[src/rtl/systolic_mac_pe.sv]
// -----------------------------------------------------------------------------
// systolic_mac_pe
//
// Processing element for a systolic matrix-multiply array. It forwards both
// operands and the valid bit to the east/south neighbours with one cycle of
// latency. It accumulates DEPTH valid products into a single dot product, and
// emits that dot product with a one-cycle result_valid pulse.
//
// Runtime features:
//   - signed_mode selects two's-complement or unsigned operands.
//   - With SATURATE=1 the sum clamps at the ACC_WIDTH limits; otherwise it
//     wraps modulo 2^ACC_WIDTH. Overflow is reported in both cases.
//   - flush emits a partial accumulation early.
//
// Ports:
//   clk           rising-edge clock
//   reset         synchronous, active-low reset
//   in_valid      operands valid this cycle
//   signed_mode   1 = signed operands, 0 = unsigned (stable per dot product)
//   flush         emit the partial accumulation now
//   operand1_in   row operand
//   operand2_in   column operand
//   operand1_out  operand1_in delayed by one cycle
//   operand2_out  operand2_in delayed by one cycle
//   valid_out     in_valid delayed by one cycle
//   mac_result    last emitted dot product (held between emissions)
//   result_valid  one-cycle pulse when mac_result updates
//   overflow      emitted result saturated or wrapped
// -----------------------------------------------------------------------------
module systolic_mac_pe #(
  parameter int DATA_WIDTH = 8,
  parameter int ACC_WIDTH  = 24,
  parameter int DEPTH      = 8,
  parameter bit SATURATE   = 1'b1
) (
  input  logic                  clk,
  input  logic                  reset,
  input  logic                  in_valid,
  input  logic                  signed_mode,
  input  logic                  flush,
  input  logic [DATA_WIDTH-1:0] operand1_in,
  input  logic [DATA_WIDTH-1:0] operand2_in,
  output logic [DATA_WIDTH-1:0] operand1_out,
  output logic [DATA_WIDTH-1:0] operand2_out,
  output logic                  valid_out,
  output logic [ACC_WIDTH-1:0]  mac_result,
  output logic                  result_valid,
  output logic                  overflow
);

  localparam int PROD_WIDTH = 2 * DATA_WIDTH;
  localparam int CNT_WIDTH  = (DEPTH > 1) ? $clog2(DEPTH) : 1;
  localparam logic [CNT_WIDTH-1:0] LAST_BEAT = CNT_WIDTH'(DEPTH - 1);

  // Mode limits used when clamping.
  localparam logic [ACC_WIDTH-1:0] UNSIGNED_MAX = {ACC_WIDTH{1'b1}};
  localparam logic [ACC_WIDTH-1:0] SIGNED_MAX   = {1'b0, {(ACC_WIDTH-1){1'b1}}};
  localparam logic [ACC_WIDTH-1:0] SIGNED_MIN   = {1'b1, {(ACC_WIDTH-1){1'b0}}};

  logic [ACC_WIDTH-1:0]  acc;
  logic [CNT_WIDTH-1:0]  count;
  logic                  ovf_sticky;

  logic [PROD_WIDTH-1:0] op1_ext;
  logic [PROD_WIDTH-1:0] op2_ext;
  logic [PROD_WIDTH-1:0] product;
  logic [ACC_WIDTH-1:0]  prod_ext;
  logic [ACC_WIDTH-1:0]  acc_base;
  logic [ACC_WIDTH:0]    sum_full;
  logic                  ovf_now;
  logic [ACC_WIDTH-1:0]  sum;
  logic                  ovf_total;
  logic                  last_beat;
  logic                  emit;

  // Datapath: product, extension, add, overflow detection and clamping.
  // NOTE: every signal written here gets a default first, so no path through
  // the block can leave one unassigned and infer a latch.
  always_comb begin
    op1_ext   = '0;
    op2_ext   = '0;
    product   = '0;
    prod_ext  = '0;
    acc_base  = '0;
    sum_full  = '0;
    ovf_now   = 1'b0;
    sum       = '0;
    ovf_total = 1'b0;
    last_beat = 1'b0;
    emit      = 1'b0;

    // Extending both operands to the product width first gives a product
    // whose low PROD_WIDTH bits are exact in either mode.
    if (signed_mode) begin
      op1_ext = PROD_WIDTH'($signed(operand1_in));
      op2_ext = PROD_WIDTH'($signed(operand2_in));
    end else begin
      op1_ext = PROD_WIDTH'(operand1_in);
      op2_ext = PROD_WIDTH'(operand2_in);
    end
    product = op1_ext * op2_ext;

    if (signed_mode) prod_ext = ACC_WIDTH'($signed(product));
    else             prod_ext = ACC_WIDTH'(product);

    acc_base = (count == '0) ? '0 : acc;
    sum_full = {1'b0, acc_base} + {1'b0, prod_ext};

    if (signed_mode)
      ovf_now = (acc_base[ACC_WIDTH-1] == prod_ext[ACC_WIDTH-1]) &&
                (sum_full[ACC_WIDTH-1] != acc_base[ACC_WIDTH-1]);
    else
      ovf_now = sum_full[ACC_WIDTH];

    sum = sum_full[ACC_WIDTH-1:0];
    if (SATURATE) begin
      if (ovf_sticky && count != '0) begin
        // Already clamped in this dot product: hold the limit value.
        sum = acc;
      end else if (ovf_now) begin
        if (!signed_mode)                 sum = UNSIGNED_MAX;
        else if (acc_base[ACC_WIDTH-1])   sum = SIGNED_MIN;
        else                              sum = SIGNED_MAX;
      end
    end

    ovf_total = ovf_now || (ovf_sticky && count != '0);

    last_beat = in_valid && (count == LAST_BEAT);
    // A flush with nothing accumulated and no beat this cycle is ignored.
    emit      = last_beat || (flush && (count != '0 || in_valid));
  end

  // NOTE: sequential state uses non-blocking assignments so every register
  // samples pre-edge values, independent of statement order.
  always_ff @(posedge clk) begin
    if (!reset) begin
      operand1_out <= '0;
      operand2_out <= '0;
      valid_out    <= 1'b0;
      acc          <= '0;
      count        <= '0;
      ovf_sticky   <= 1'b0;
      mac_result   <= '0;
      result_valid <= 1'b0;
      overflow     <= 1'b0;
    end else begin
      operand1_out <= operand1_in;
      operand2_out <= operand2_in;
      valid_out    <= in_valid;
      result_valid <= emit;

      if (emit) begin
        // A flush with no beat this cycle emits the stored partial sum.
        mac_result <= in_valid ? sum : acc;
        overflow   <= in_valid ? ovf_total : ovf_sticky;
        acc        <= '0;
        count      <= '0;
        ovf_sticky <= 1'b0;
      end else if (in_valid) begin
        acc        <= sum;
        count      <= count + CNT_WIDTH'(1);
        ovf_sticky <= ovf_total;
      end
    end
  end

endmodule

[config.mk]
export PLATFORM = sky130hd
export DESIGN_NAME = systolic_mac_pe
export DESIGN_NICKNAME = d
export VERILOG_FILES = /design/src/rtl/systolic_mac_pe.sv
export SDC_FILE = /design/constraint.sdc
export NUM_CORES = 1
export LEC_CHECK = 0
export ABC_CLOCK_PERIOD_IN_PS = 20200
export CAP_MARGIN = 25
export CORE_UTILIZATION = 45
export DETAILED_ROUTE_END_ITERATION = 8
export REMOVE_ABC_BUFFERS = 1
export SYNTH_ARGS = -nofsm -noshare
export SYNTH_HDL_FRONTEND = slang
export SYNTH_SLANG_ARGS = --single-unit
[constraint.sdc]
create_clock -name clk -period 20.2 [get_ports clk]
set_input_delay 3.03 -clock clk [delete_from_list [all_inputs] [get_ports clk]]
set_output_delay 3.03 -clock clk [all_outputs]
set_load 0.01 [all_outputs]
Run 1, met1 routing:
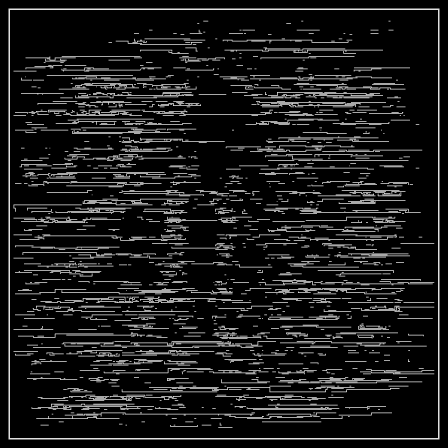
The wires run mostly horizontal. The layer holds 49% of the routed length. The layer carries 8130 um of wire. 994 nets have wire on it. The longest straight run is 39.1 um.

Run 1, signal wires on met2:
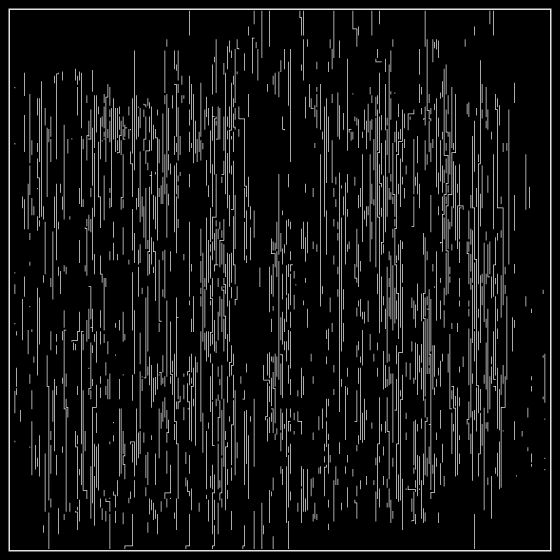
The longest straight run is 57.8 um. The wires run mostly vertical.
detailed-route wire length: 16770 um
M2 GR Usage: 0.3613
Vias: 5737

Run 1, the metal 3 layer:
Bar = 50 um.
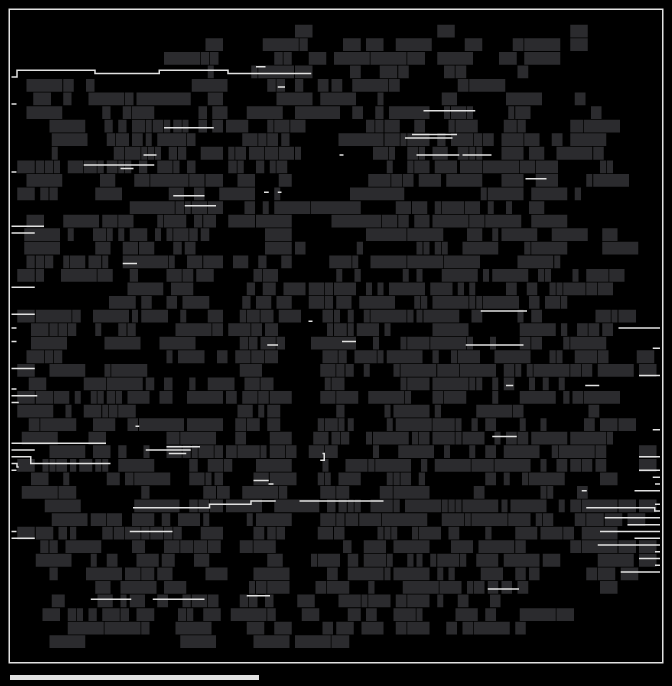
The layer holds 2.9% of the routed length. The layer carries 484 um of wire. 65 nets have wire on it.

==> impl_metrics.py, run 1 <==
# Flow results
metrics = {
    "setup_path": {
        "crit_path_start": "signed_mode",
        "crit_type": "input pin to flip-flop",
        "ff2ff_setup_slack_ns": 14.86,
        "start_kind": "input pin",
        "r2r_start": "count[0]",
    },
    "job": {
        "maxCapViolCount": 0,
        "warning_count": 26,
    },
    "pwr": {
        "p_clk_frac": 0.128,
        "power_leader": "combinational logic",
        "seq-power_uw": 182,
        "powerClk_uw": 170,
        "peakVddDrop_mv": 0.08506,
        "p_per_area_mw_per_mm2": 154.3,
        "comb-power_uw": 971,
        "p_leak_nw": 3.916,
        "power.total_mw": 1.323,
        "pwr-share-seq": 0.137,
    },
    "placed_design": {
        "dp_cells": 1093,
        "place_ws_ns": 7.501,
        "place.gp.congestion": 0.8891,
    },
    "grt": {
        "grt_max_degree": 44,
        "grt_overflow_total": 0,
        "met3_usage": 0.02402,
    },
    "clock_network": {
        "post_cts_buffers": 0,
        "clock.latency.late_pin_ns": 0.34,
        "clockRootBuffer": "clkbuf_16",
        "holdBufCountCts": 0,
    },
    "synth": {
        "simple_gate_area_frac": 0.1504,
        "yosysCellCount": 843,
        "syn-mean-instance-area_um2": 8.844,
        "synth-xor-area-share": 0.07921,
        "synth_area_mm2": 0.007456,
        "synth_top_cell_by_area": "dfxtp_1",
    },
    "cells_and_area": {
        "final_area_mm2": 0.008574,
        "clock_buffer_count": 9,
        "clk_share": 0.03633,
        "nMultiInputCombCells": 608,
        "reg_top3": "acc x24, mac_result x24",
    },
    "route": {
        "drc": 0,
        "drt_iter0_markers": 269,
        "met3_length_um": 484,
        "wl_met1_um": 8133,
        "vias_per_cell": 5.178,
    },
    "outcome": {
        "status": "finished clean",
    },
    "floorplanning": {
        "num_rows": 46,
        "die-area_mm2": 0.01709,
        "die-width_um": 130.7,
    },
    "sta": {
        "fmax_mhz": 80.75,
        "fin_skew_ns": 0.01047,
    },
    "hold_path": {
        "whs_path_depth": 2,
    },
}
Run 1, routing congestion:
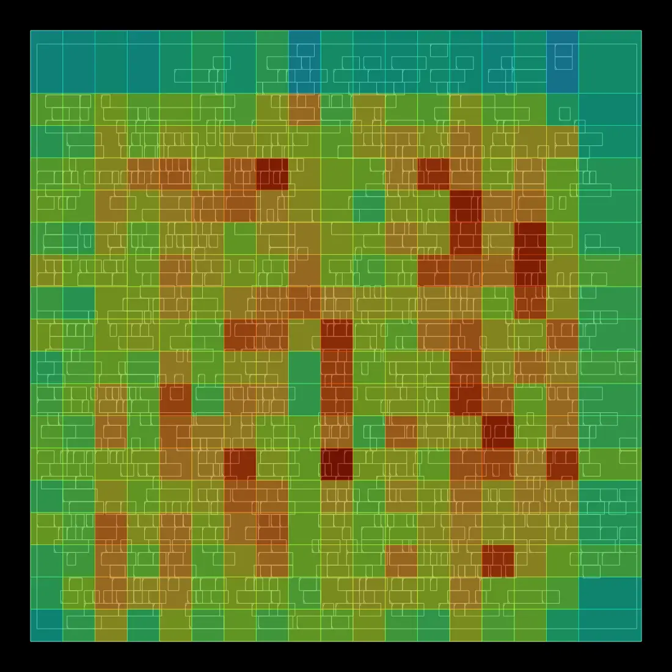

==> run 2, diff against run 1 <==
- ABC_CLOCK_PERIOD_IN_PS: 20200 -> 12500
- clock period: 20.2 -> 12.5 ns (I/O delays scaled with it)
Run 2, routing congestion:
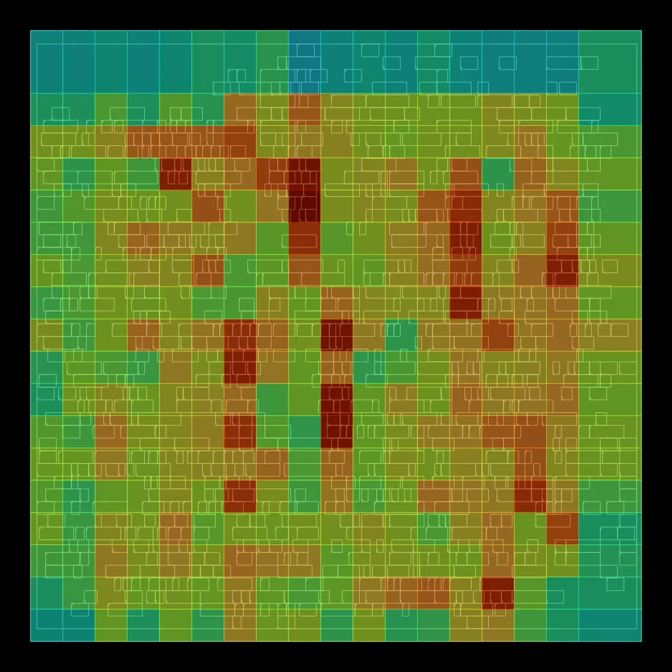
routing usage on met1: 0.3016
met3 Use GR: 0.02687
busiest grt layer: met2

Run 2, met1 routing:
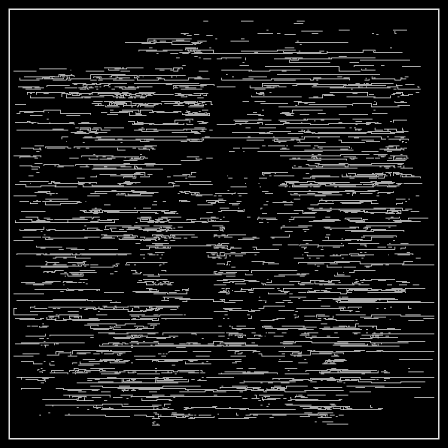
Vias: 5728
detailed-route wire length: 17650 um

==> run 2 against run 1 <==
Against the previous run:
- register-to-register slack worse by 8.2 ns
- global-route usage is 0.84 points higher
- critical path type unchanged
- critical endpoint is now mac_result[20]
- largest power group unchanged
- clock power is 51% higher
- via count is 0.16% lower
- total power is 63% higher
==> impl_metrics.py, run 2 <==
# Flow results
metrics = {
    "route": {
        "ant_nets": 0,
        "wl_per_cell_um": 15.90,
        "vias_per_cell": 5.160,
        "drt_iter0_markers": 260,
        "drtPass1Iterations": 4,
        "met3_length_um": 551,
        "wl_met1_um": 8391,
        "drc": 0,
    },
    "floorplanning": {
        "die-area_mm2": 0.01709,
        "num_rows": 46,
        "die-width_um": 130.7,
        "taps": 216,
        "core_mm2": 0.01606,
    },
    "grt": {
        "grtUsageMet2": 0.3866,
        "antenna_found_initial": 0,
        "grt_overflow_total": 0,
        "grt_max_degree": 44,
    },
    "synth": {
        "synth_area_mm2": 0.007456,
        "simple_gate_area_frac": 0.1504,
        "ys_top_cells_by_count": "inv_1 (127), and2_1 (97), ha_1 (77)",
        "yosysCellCount": 843,
        "synthAoiAreaFrac": 0.1720,
        "synth-xor-area-share": 0.07921,
        "ys_area_mm2": 0.007456,
        "syn-mean-instance-area_um2": 8.844,
        "synth_top_cell_by_area": "dfxtp_1",
        "synth.distinct_cells": 64,
        "synth_top_cell_by_count": "inv_1",
        "postSynthSeqShare": 0.1906,
    },
    "pwr": {
        "pwr-share-seq": 0.137,
        "power_leader": "combinational logic",
        "p_sw_frac": 0.4810,
        "switching_power_mw": 1.034,
        "p_clk_frac": 0.119,
        "p_leak_nw": 3.909,
        "peakVddDrop_mv": 0.1416,
        "power.total_mw": 2.150,
        "p_per_area_mw_per_mm2": 251.4,
        "powerClk_uw": 257,
        "comb-power_mw": 1.60,
        "seq-power_uw": 294,
    },
    "clock_network": {
        "post_cts_buffers": 0,
        "clock.latency.late_pin_ns": 0.34,
        "cts.htree.levels": 3,
        "holdBufCountCts": 0,
        "cts_buffer_depth": 2,
        "clockRootBuffer": "clkbuf_16",
    },
    "setup_path": {
        "ff2ff_path_depth": 21,
        "slowest_stage": "a211oi_4",
        "ff2ff_setup_slack_ns": 6.68,
        "worst-path-buf-inv": 10,
        "crit_path_start": "operand2_in[2]",
        "endpoint": "mac_result[20]",
        "crit_required_ns": 12.77,
        "cpMostUsedCell": "inv_1",
        "r2r_start": "count[0]",
        "start_kind": "input pin",
        "crit_cells": 34,
        "crit_type": "input pin to flip-flop",
    },
    "hold_path": {
        "whs_path_depth": 2,
    },
    "job": {
        "warning_count": 26,
        "maxCapViolCount": 0,
    },
    "cells_and_area": {
        "clk_share": 0.03394,
        "antenna_cells": 0,
        "mi_logic_area_mm2": 0.005400,
        "reg_top3": "acc x24, mac_result x24",
        "syn_to_final_growth_pct": 14.72,
        "fill_cells": 1464,
        "nNonClkBuffers": 71,
        "sh_comb_area": 0.6314,
        "nNonClkInverters": 128,
        "final_area_mm2": 0.008553,
        "nMultiInputCombCells": 608,
        "clock_buffer_count": 10,
    },
    "placed_design": {
        "dp_cells": 1094,
        "place.gp.congestion": 0.8738,
        "portBuffers": 63,
        "place_ws_ns": 1.311,
        "dp_hpwl_um": 13350,
    },
    "sta": {
        "setup_viol": 0,
        "fin_crit_sh": 0.8682,
        "fin_skew_ns": 0.006509,
        "fmax_mhz": 92.15,
        "fin_setup_tns_ns": 0,
        "finalHoldViolations": 0,
    },
    "outcome": {
        "status": "finished clean",
    },
}
Run 2, signal wires on met2:
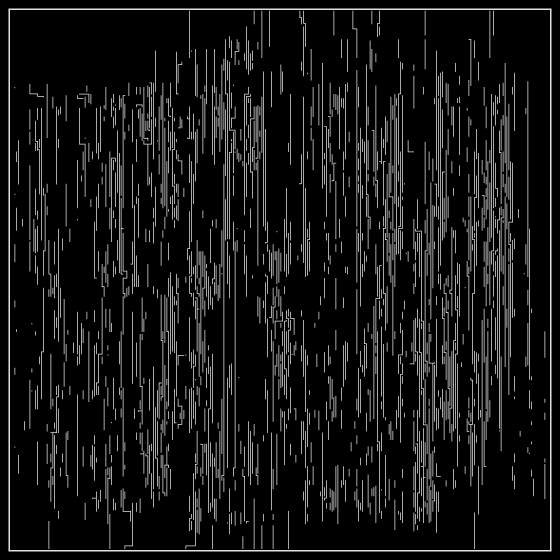
The layer carries 8390 um of wire. 853 nets have wire on it. The longest straight run is 75.3 um.

Run 2, the metal 3 layer:
Bar = 50 um.
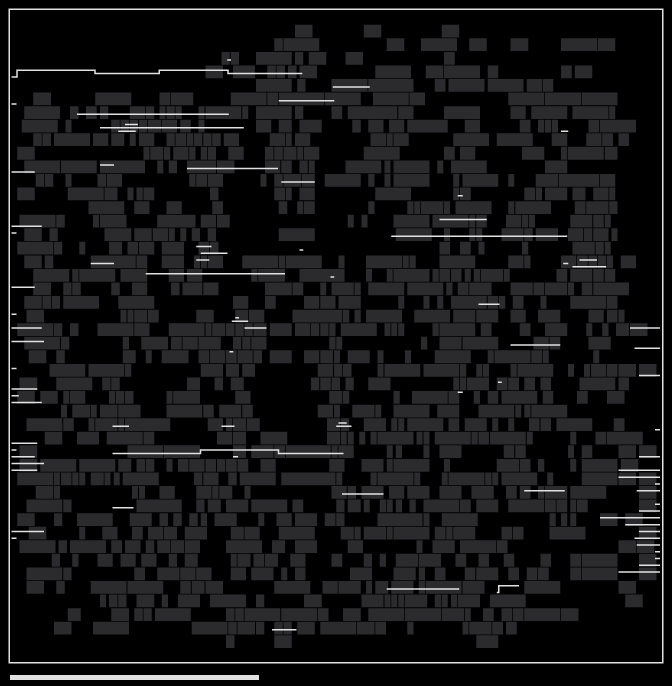

==> run 3, diff against run 2 <==
- ABC_AREA: default -> 1
Run 3, the metal 3 layer:
Bar = 50 um.
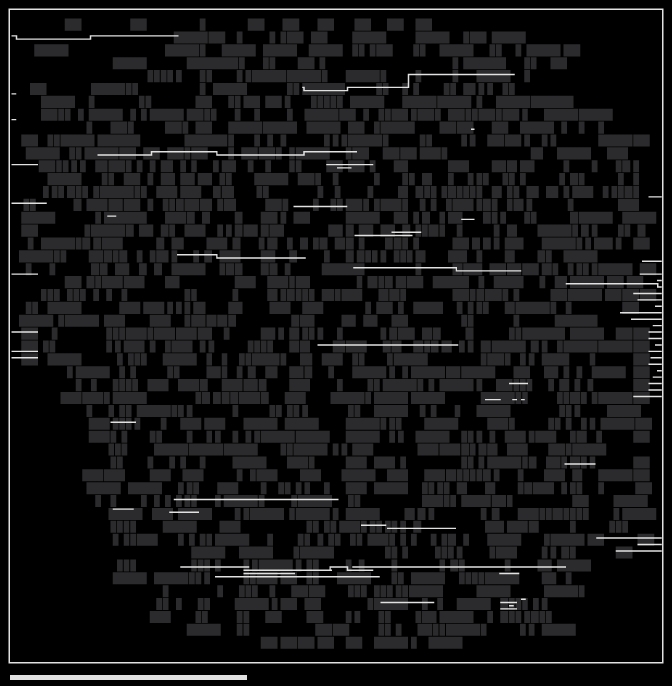
57 nets have wire on it. The longest straight run is 44.9 um.
met3 Use GR: 0.03716
detailed-route wire length: 17870 um

Run 3, signal wires on met2:
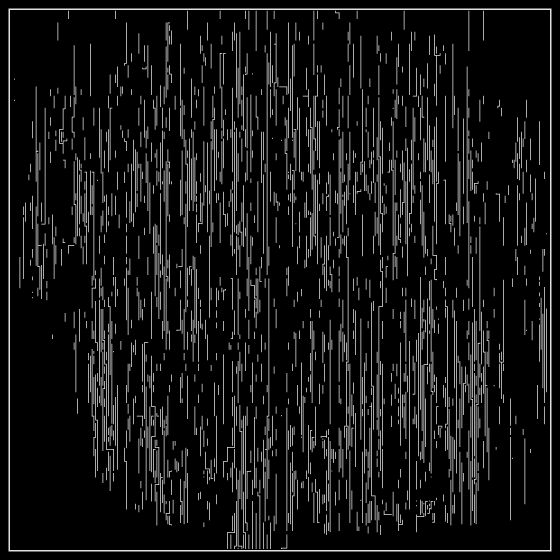
Vias: 6736
M2 GR Usage: 0.3738

==> run 3 against run 2 <==
Against the previous run:
- flip-flop count stayed put
- utilization down 1.5 points
- via count is 18% higher
- combinational power shrank 3%
- non-clock buffer count shrank 3
- design area grew 9.0%
- synthesized area up 11%
- clock-buffer cell count down 1
- sequential share of layout area down 1.4 points
- worst hold slack got worse by 0.031 ns
- setup slack improved by 0.57 ns
- fmax is 5.5% higher
- largest power group unchanged
==> impl_metrics.py, run 3 <==
# Flow results
metrics = {
    "route": {
        "drc": 0,
        "vias_per_cell": 4.701,
        "drtPass1Iterations": 4,
        "wl_per_cell_um": 12.47,
        "wl_met1_um": 8166,
        "ant_nets": 0,
        "met3_length_um": 667,
    },
    "cells_and_area": {
        "reg_top3": "acc x24, mac_result x24",
        "fill_cells": 1846,
        "clk_share": 0.03207,
        "nMultiInputCombCells": 738,
        "nNonClkInverters": 311,
        "clock_buffer_count": 9,
        "sh_comb_area": 0.5866,
        "mi_logic_area_mm2": 0.005470,
        "antenna_cells": 0,
        "syn_to_final_growth_pct": 12.48,
    },
    "sta": {
        "fin_setup_tns_ns": 0,
        "fin_skew_ns": 0.009234,
        "fmax_mhz": 97.22,
        "fin_crit_sh": 0.8229,
        "finalHoldViolations": 0,
    },
    "pwr": {
        "peakVddDrop_mv": 0.1187,
        "comb-power_mw": 1.55,
        "seq-power_uw": 285,
        "p_sw_frac": 0.5114,
        "p_clk_frac": 0.122,
        "power_leader": "combinational logic",
        "p_per_area_mw_per_mm2": 224.5,
    },
    "synth": {
        "synth-xor-area-share": 0.04211,
        "postSynthSeqShare": 0.1714,
        "ys_area_mm2": 0.008290,
        "synthAoiAreaFrac": 0.04226,
        "syn-mean-instance-area_um2": 7.153,
        "yosysWarnings": 0,
        "synth_top_cell_by_area": "dfxtp_1",
        "simple_gate_area_frac": 0.2917,
        "synth_top_cell_by_count": "inv_1",
        "ys_top_cells_by_count": "inv_1 (301), nand2_1 (300), ha_1 (77)",
    },
    "outcome": {
        "status": "finished clean",
    },
    "setup_path": {
        "ff2ff_setup_slack_ns": 7.90,
        "crit_required_ns": 12.79,
        "endpoint": "mac_result[2]",
        "slowest_stage": "clkdlybuf4s50_1",
        "worst-path-buf-inv": 9,
        "crit_path_start": "signed_mode",
        "cpMostUsedCell": "inv_1",
        "crit_type": "input pin to flip-flop",
        "ff2ff_path_depth": 27,
        "r2r_start": "count[0]",
    },
    "grt": {
        "met1_usage": 0.2623,
        "antenna_found_initial": 0,
        "gr-max-usage-layer": "met2",
        "grt_overflow_total": 0,
        "grt_max_degree": 45,
    },
    "floorplanning": {
        "die-width_um": 137.7,
        "num_rows": 49,
        "die-area_mm2": 0.01897,
    },
    "placed_design": {
        "place.gp.congestion": 0.8766,
        "place_ws_ns": 1.878,
        "portBuffers": 63,
        "dp_cells": 1417,
    },
    "clock_network": {
        "cts.htree.levels": 3,
        "cts_buffer_depth": 2,
        "clock.latency.late_pin_ns": 0.34,
        "holdBufCountCts": 0,
        "post_cts_buffers": 0,
        "clockRootBuffer": "clkbuf_16",
    },
    "hold_path": {
        "whs_path_depth": 2,
    },
    "job": {
        "warning_count": 26,
    },
}
Run 3, met1 routing:
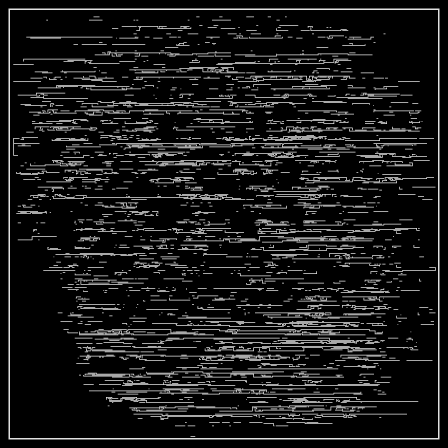
The wires run mostly horizontal. The layer holds 46% of the routed length. The longest straight run is 36.0 um. 1275 nets have wire on it. The layer carries 8170 um of wire.

No activity file was given, so power comes from the tool's default toggle rates.
